<file path="src/rtl/tone_sequencer.sv">
// tone_sequencer: plays a fixed 8-entry note table as a square wave on the
// buzzer pin, with note and gap lengths counted in ticks from a divider.
// Ports: clk, rst (sync, active high), start, stop, tick (inputs);
//        audio, busy, note_idx[2:0], done (registered outputs).
module tone_sequencer #(
   parameter int NOTES = 8,
   parameter int DUR   = 2,
   parameter int GAP   = 1,
   parameter int LOOP  = 0
) (
   input  logic       clk,
   input  logic       rst,
   input  logic       start,
   input  logic       stop,
   input  logic       tick,
   output logic       audio,
   output logic       busy,
   output logic [2:0] note_idx,
   output logic       done
);

   localparam int MAXD = (DUR > GAP) ? DUR : GAP;
   localparam int CW   = $clog2(MAXD + 1);

   localparam logic [CW-1:0] DUR_LAST = CW'(DUR - 1);
   localparam logic [CW-1:0] GAP_LAST = CW'((GAP > 0) ? (GAP - 1) : 0);
   localparam logic [2:0]    IDX_LAST = 3'(NOTES - 1);

   typedef enum logic [1:0] {
      S_IDLE,
      S_NOTE,
      S_GAP
   } state_t;

   state_t        state_q;
   logic [2:0]    note_idx_q;
   logic [15:0]   tone_cnt_q;
   logic [CW-1:0] dur_cnt_q;
   logic          audio_q;
   logic          busy_q;
   logic          done_q;

   logic [15:0]   half;
   logic          note_end;
   logic          gap_end;
   logic          advance;

   // Half-periods in clk cycles; zero would mean a rest.
   always_comb begin
      half = 16'd0;
      unique case (note_idx_q)
         3'd0: half = 16'd22934;
         3'd1: half = 16'd20432;
         3'd2: half = 16'd18202;
         3'd3: half = 16'd17181;
         3'd4: half = 16'd15306;
         3'd5: half = 16'd13636;
         3'd6: half = 16'd12149;
         3'd7: half = 16'd11467;
      endcase
   end

   assign note_end = (state_q == S_NOTE) && tick
                     && (dur_cnt_q == DUR_LAST);
   assign gap_end  = (state_q == S_GAP) && tick
                     && (dur_cnt_q == GAP_LAST);
   // With no gap, the end of a note moves straight on.
   assign advance  = (note_end && (GAP == 0)) || gap_end;

   always_ff @(posedge clk) begin
      if (rst) begin
         state_q    <= S_IDLE;
         note_idx_q <= '0;
         tone_cnt_q <= '0;
         dur_cnt_q  <= '0;
         audio_q    <= 1'b0;
         busy_q     <= 1'b0;
         done_q     <= 1'b0;
      end else begin
         done_q <= 1'b0;

         unique case (state_q)
            S_IDLE: begin
               audio_q <= 1'b0;
               busy_q  <= 1'b0;
               if (start && !stop) begin
                  state_q    <= S_NOTE;
                  note_idx_q <= '0;
                  tone_cnt_q <= '0;
                  dur_cnt_q  <= '0;
                  busy_q     <= 1'b1;
               end
            end

            S_NOTE: begin
               if (half == 16'd0) begin
                  tone_cnt_q <= '0;
                  audio_q    <= 1'b0;
               end else if (tone_cnt_q == half - 16'd1) begin
                  tone_cnt_q <= '0;
                  audio_q    <= ~audio_q;
               end else begin
                  tone_cnt_q <= tone_cnt_q + 16'd1;
               end

               if (tick) begin
                  if (dur_cnt_q != DUR_LAST) begin
                     dur_cnt_q <= dur_cnt_q + CW'(1);
                  end else if (GAP > 0) begin
                     state_q   <= S_GAP;
                     dur_cnt_q <= '0;
                     audio_q   <= 1'b0;
                  end
               end
            end

            S_GAP: begin
               audio_q <= 1'b0;
               if (tick && (dur_cnt_q != GAP_LAST)) begin
                  dur_cnt_q <= dur_cnt_q + CW'(1);
               end
            end

            default: state_q <= S_IDLE;
         endcase

         // Overrides the per-state updates above.
         if (advance) begin
            tone_cnt_q <= '0;
            dur_cnt_q  <= '0;
            audio_q    <= 1'b0;
            if (note_idx_q != IDX_LAST) begin
               note_idx_q <= note_idx_q + 3'd1;
               state_q    <= S_NOTE;
            end else if (LOOP != 0) begin
               note_idx_q <= '0;
               state_q    <= S_NOTE;
            end else begin
               state_q <= S_IDLE;
               busy_q  <= 1'b0;
               done_q  <= 1'b1;
            end
         end

         // Abort beats tick and a natural end on the same edge.
         if (stop && (state_q != S_IDLE)) begin
            state_q    <= S_IDLE;
            note_idx_q <= '0;
            tone_cnt_q <= '0;
            dur_cnt_q  <= '0;
            audio_q    <= 1'b0;
            busy_q     <= 1'b0;
            done_q     <= 1'b0;
         end
      end
   end

   assign audio    = audio_q;
   assign busy     = busy_q;
   assign note_idx = note_idx_q;
   assign done     = done_q;

endmodule

</file>
<file path="config.mk">
export PLATFORM = sky130hd
export DESIGN_NAME = tone_sequencer
export DESIGN_NICKNAME = d
export VERILOG_FILES = /design/src/rtl/tone_sequencer.sv
export SDC_FILE = /design/constraint.sdc
export NUM_CORES = 1
export LEC_CHECK = 0
export ABC_AREA = 1
export CAP_MARGIN = 5
export CELL_PAD_IN_SITES_DETAIL_PLACEMENT = 0
export CELL_PAD_IN_SITES_GLOBAL_PLACEMENT = 1
export CORE_MARGIN = 5
export CORE_UTILIZATION = 40
export CTS_CLUSTER_DIAMETER = 60
export DETAILED_ROUTE_END_ITERATION = 8
export HOLD_SLACK_MARGIN = 0.08
export PLACE_DENSITY = 0.69
export SLEW_MARGIN = 20
export SYNTH_ARGS = -nofsm -noshare
export SYNTH_HDL_FRONTEND = slang
export SYNTH_SLANG_ARGS = --single-unit
</file>
<file path="constraint.sdc">
create_clock -name clk -period 5.03 [get_ports clk]
set_clock_uncertainty 0.2 [all_clocks]
set_input_delay 0.503 -clock clk [delete_from_list [all_inputs] [get_ports clk]]
set_output_delay 0.503 -clock clk [all_outputs]
set_load 0.1 [all_outputs]
</file>
==> results_tabular.tex <==
% Yosys + OpenROAD metrics
\begin{tabular}{lr}
\hline
Metric & Value \\
\hline
\multicolumn{2}{l}{\textbf{Status}} \\
\quad Result of the run & finished clean \\
\multicolumn{2}{l}{\textbf{Finish}} \\
\quad Logic area & 0.00195 mm\^{}2 \\
\quad Synth-to-layout area growth & 8.31\% \\
\quad Most flops, register & tone\_cnt\_q \\
\quad Fraction of the core area covered by cells at the end of the flow & a little over two fifths \\
\quad Fraction of area in multi-input gates & approximately 58\% \\
\quad Max reg flops & 16 \\
\quad Non-Filler Instances & between 500 and 600 \\
\quad Ant diodes & 0 \\
\quad Layout cells sized above 1 & $\sim$15\% \\
\quad Non-clock buffers, area share & approximately 3.2\% \\
\quad Area taken by flip-flops and latches & roughly 820 um\^{}2 \\
\quad Combinational gates & between 300 and 400 \\
\quad Leading cell kind & combinational gates \\
\quad Count of plain and timing-repair buffers in the layout & 11 \\
\quad Layout Nets & $\sim$480 \\
\quad Register fraction of the total cell area & 24.6\% \\
\quad Inverters & about 67 \\
\quad Final instance area & roughly 0.0033 mm\^{}2 \\
\quad Fraction of area in clock buffers and inverters & about 2.5\% \\
\quad Fillers & approximately 800 \\
\quad Clock buf count & 6 \\
\quad Sequential cell count & 41 \\
\multicolumn{2}{l}{\textbf{CTS}} \\
\quad Post-CTS setup buffers & 0 \\
\quad Number of buffers on the longest clock path & 2 \\
\quad Max H-tree Level & 2 \\
\quad TritonCTS clock tree & built \\
\quad Number of CTS-inserted buffers & 5 \\
\quad Clock Sink Count & 41 \\
\quad Clock Root Buffer & sky130\_fd\_sc\_hd\_\_clkbuf\_8 \\
\quad Count of hold buffers inserted by post-cts repair & 0 \\
\quad Clock transition at the registers of the reported paths & 80 ps \\
\quad Clock latency at the later pin of the worst-skew pair & about 300 ps \\
\quad Resized cells post-CTS & 0 \\
\multicolumn{2}{l}{\textbf{Worst setup path}} \\
\quad Origin of the critical flop-to-flop path & state\_q[0] \\
\quad Capturing point of the worst reg2reg path & half[1] \\
\quad Register-to-Register Path Depth & 9 \\
\quad Arrival time at the worst endpoint & between 2000 and 3000 ps \\
\quad CP Data Required Time & 5000 ps \\
\quad Setup crit end kind & register \\
\quad Slack of the worst reg-to-reg path & $\sim$2400 ps \\
\quad Launching element type of the critical path & register \\
\quad Maximum fanout along the worst path & 6 \\
\quad Crit Path Class & reg2reg \\
\multicolumn{2}{l}{\textbf{Yosys}} \\
\quad Number of standard cells reported by yosys & 444 \\
\quad Yosys Chip Area & 0.00309 mm\^{}2 \\
\quad Sequential share of the synthesized area & a little over a quarter \\
\quad Mapped Area & about 0.003 mm\^{}2 \\
\quad Share of flip-flops with an asynchronous set or reset after synthesis & 0\% \\
\quad Yosys top cell area share & 26.6\% \\
\quad Top cell type by instance count after synthesis & sky130\_fd\_sc\_hd\_\_nand2\_1 \\
\quad Most area-consuming cells after synthesis & sky130\_fd\_sc\_hd\_\_dfxtp\_1 (27\%), sky130\_fd\_sc\_hd\_\_nand2\_1 (13\%), sky130\_fd\_sc\_hd\_\_ha\_1 (7.7\%) \\
\quad Count of unique library cells instantiated by Yosys & $\sim$42 \\
\quad Post-synth top area cell & sky130\_fd\_sc\_hd\_\_dfxtp\_1 \\
\quad Gate Count Post-Synth & 444 \\
\quad Post-synth EDFFs & 0 \\
\quad Number of register bits inferred by synthesis & roughly 40 \\
\quad Synthesized area divided by synthesized cell count & $\sim$7.0 um\^{}2 \\
\quad Most instantiated cells after synthesis & sky130\_fd\_sc\_hd\_\_nand2\_1 (107), sky130\_fd\_sc\_hd\_\_inv\_1 (59), sky130\_fd\_sc\_hd\_\_nor2\_1 (42), sky130\_fd\_sc\_hd\_\_dfxtp\_1 (41), sky130\_fd\_sc\_hd\_\_nand3\_1 (21) \\
\quad Synth warnings & 0 \\
\quad Primary flip-flop cell chosen by synthesis mapping & sky130\_fd\_sc\_hd\_\_dfxtp\_1 \\
\quad Number of nets produced by synthesis & roughly 470 \\
\multicolumn{2}{l}{\textbf{Floorplanning}} \\
\quad Total number of tap cells & slightly above 100 \\
\quad Die outline width & 97.8 um \\
\quad Core area & 0.00761 mm\^{}2 \\
\quad Vertical die dimension & 97.8 um \\
\quad Chip Area & around 0.0096 mm\^{}2 \\
\quad Initial Utilization & 40.6\% \\
\quad Placement Rows & 32 \\
\quad Num ports & 11 \\
\multicolumn{2}{l}{\textbf{GRT}} \\
\quad Pin count of the biggest net entering global routing & 18 \\
\quad Total global routing track utilization & roughly 15\% \\
\quad Leftover overflow at the end of global routing & 0 \\
\quad Vias in the first global route & around 2400 \\
\quad Initial antenna violation count & 0 \\
\quad Global-route wire length before repair & around 11000 um \\
\multicolumn{2}{l}{\textbf{Power}} \\
\quad Static power due to leakage & approximately 1.5 nW \\
\quad Peak supply drop & slightly below 0.2 mV \\
\quad Power density relative to cell area & between 300 and 400 mW/mm\^{}2 \\
\quad Final total power & $\sim$1.1 mW \\
\multicolumn{2}{l}{\textbf{Final timing}} \\
\quad Tightest slew margin relative to the limit & about a third \\
\quad Max-slew violation count & 0 \\
\quad Hold violation total from the final report & 0 \\
\quad Worst Hold Margin & 297 ps \\
\quad Fmax & 379 MHz \\
\quad Slew of the pin with the lowest slew margin & about 1000 ps \\
\quad Setup\_tns & 0 ps \\
\quad Setup repair after global routing missed its margin & no \\
\quad Slack of the critical path & $\sim$2400 ps \\
\quad Minimum clock period after layout & about 2600 ps \\
\quad Final Cycle Share & 52.5\% \\
\quad Number of endpoints failing setup at the final stage & 0 \\
\multicolumn{2}{l}{\textbf{Route}} \\
\quad Routed length on met2 & roughly 3200 um \\
\quad Routed via count divided by cell count & 4.62 \\
\quad Remaining antenna violation count & 0 \\
\quad Wire length the detailed router placed on met1 & between 3000 and 4000 um \\
\quad Wire length after detailed routing & roughly 6700 um \\
\quad Number of DRC markers in iteration 0 & between 90 and 100 \\
\quad DRC Markers & 0 \\
\quad Detailed route wirelength on metal3 & 178 um \\
\quad Highest Signal Layer & met4 \\
\quad First-pass iteration count of the detailed router & 4 \\
\quad Wire length per cell & approximately 12 um \\
\quad Routed vias & around 2600 \\
\multicolumn{2}{l}{\textbf{Placement}} \\
\quad Total placed instance area & between 0.003 and 0.004 mm\^{}2 \\
\quad Detailed-placement wirelength estimate & between 5000 and 6000 um \\
\quad Placed Cells incl. Taps & 549 \\
\quad Worst setup slack after placement & between 2000 and 2500 ps \\
\quad Routability congestion estimate & a little under 0.8 \\
\quad Port Buf Inserts & 10 \\
\multicolumn{2}{l}{\textbf{Worst hold path}} \\
\quad Hold Crit Endpoint & audio \\
\quad Hold-critical path depth & 2 \\
\quad Origin of the worst min-delay path & audio \\
\quad Path category of the worst min-delay check & reg2reg \\
\multicolumn{2}{l}{\textbf{Job}} \\
\quad Max capacitance violation total & 0 \\
\quad Count of warning messages emitted by the tools & 38 \\
\hline
\end{tabular}
cell families after synthesis:
family	synth area share, %
XOR/XNOR	7.62
AND-OR/OR-AND	9.69
flip-flops	26.6
buffers and inverters	10.1
AND/OR/NAND/NOR	38.3
adder cells (fa/ha/maj)	7.70
report_power, final:
group	internal (mW)	leakage, nW	switching [mW]
clock	0.0963	0.0450	0.116
sequential	0.366	0.332	0.0500
combinational	0.147	1.10	0.303
critical path, cell delays in order, from the launching register on:
cell and delay [ps]:
sky130_fd_sc_hd__dfxtp_1 370, sky130_fd_sc_hd__inv_1 120, sky130_fd_sc_hd__ha_1 280, sky130_fd_sc_hd__inv_1 80
sky130_fd_sc_hd__a21oi_1 280, sky130_fd_sc_hd__inv_1 180, sky130_fd_sc_hd__nor2_1 370, sky130_fd_sc_hd__ha_1 310
sky130_fd_sc_hd__nor2_1 230, sky130_fd_sc_hd__a21oi_1 70
per-layer routing:
metal  up-vias  global-route usage, %
li1       1412                      -
met1      1124                   19.4
met2        31                   24.2
met3         8                   2.71
met4         0                   4.26
met5         -                      0
cells in the final DEF (no fill, tap or decap), drive strengths merged, types with 6 or more instances in the layout:
cell           instances
nand3b                 6
clkdlybuf4s50         10
nand2                119
nand3                 32
a21oi                 28
o21ai                 11
dfxtp                 41
inv                   67
nand4                  8
xor2                  16
xnor2                 10
nor2                  60
clkbuf                 6
ha                    19
worst max-delay path by stage:
stage          endpoint  slack, ps  depth (start not counted)        start
6_report        half[1]       2390                          9   state_q[0]
5_1_grt         half[1]       2070                         11   state_q[0]
4_1_cts         half[7]       2360                         11   state_q[0]
3_5_place_dp    half[1]       2080                         10         tick
3_3_place_gp    half[1]       2170                         10         tick
2_1_floorplan   half[1]       2320                          9  note_idx[0]
Pin map:
(4 px per um) Pins as bars across the die edge, other pins in grey.
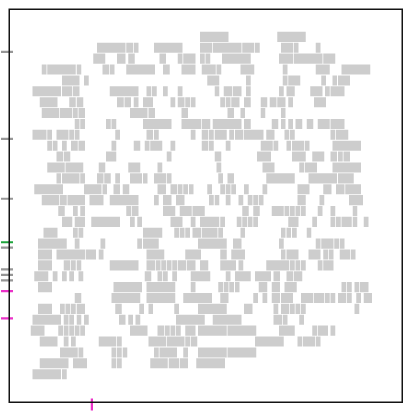
colour	port	pins	direction	edge
green	done	1	output	west
magenta	note_idx	3	output	2 west, 1 south
all pins by edge	10 west, 1 south

Sequential cells coloured by netlist name:
(3 px per um)
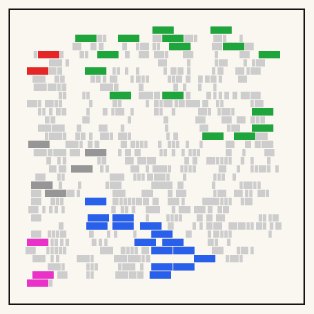
colour	signal	placed flops
magenta	note_idx	3
green	tone_cnt_q	16
blue	half	15
red	dur_cnt_q	2
not coloured	5

Close-up of the layout:
Window x 36 to 61, y 17 to 42 um. Cells in grey, sequential cells in the stronger grey; small squares are vias.
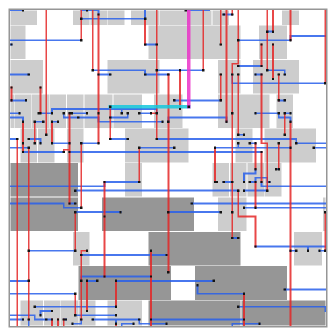
colour	layer
blue	M1
red	M2
cyan	M3
magenta	M4
most frequent	nand2_1 (9), dfxtp_1 (8), inv_1 (6)
netlist names of flops here include	half (8)
sequential cells in the window	8
cells with their middle in the window	42

Power figures rest on the tool's default switching activity, not on a simulated workload.
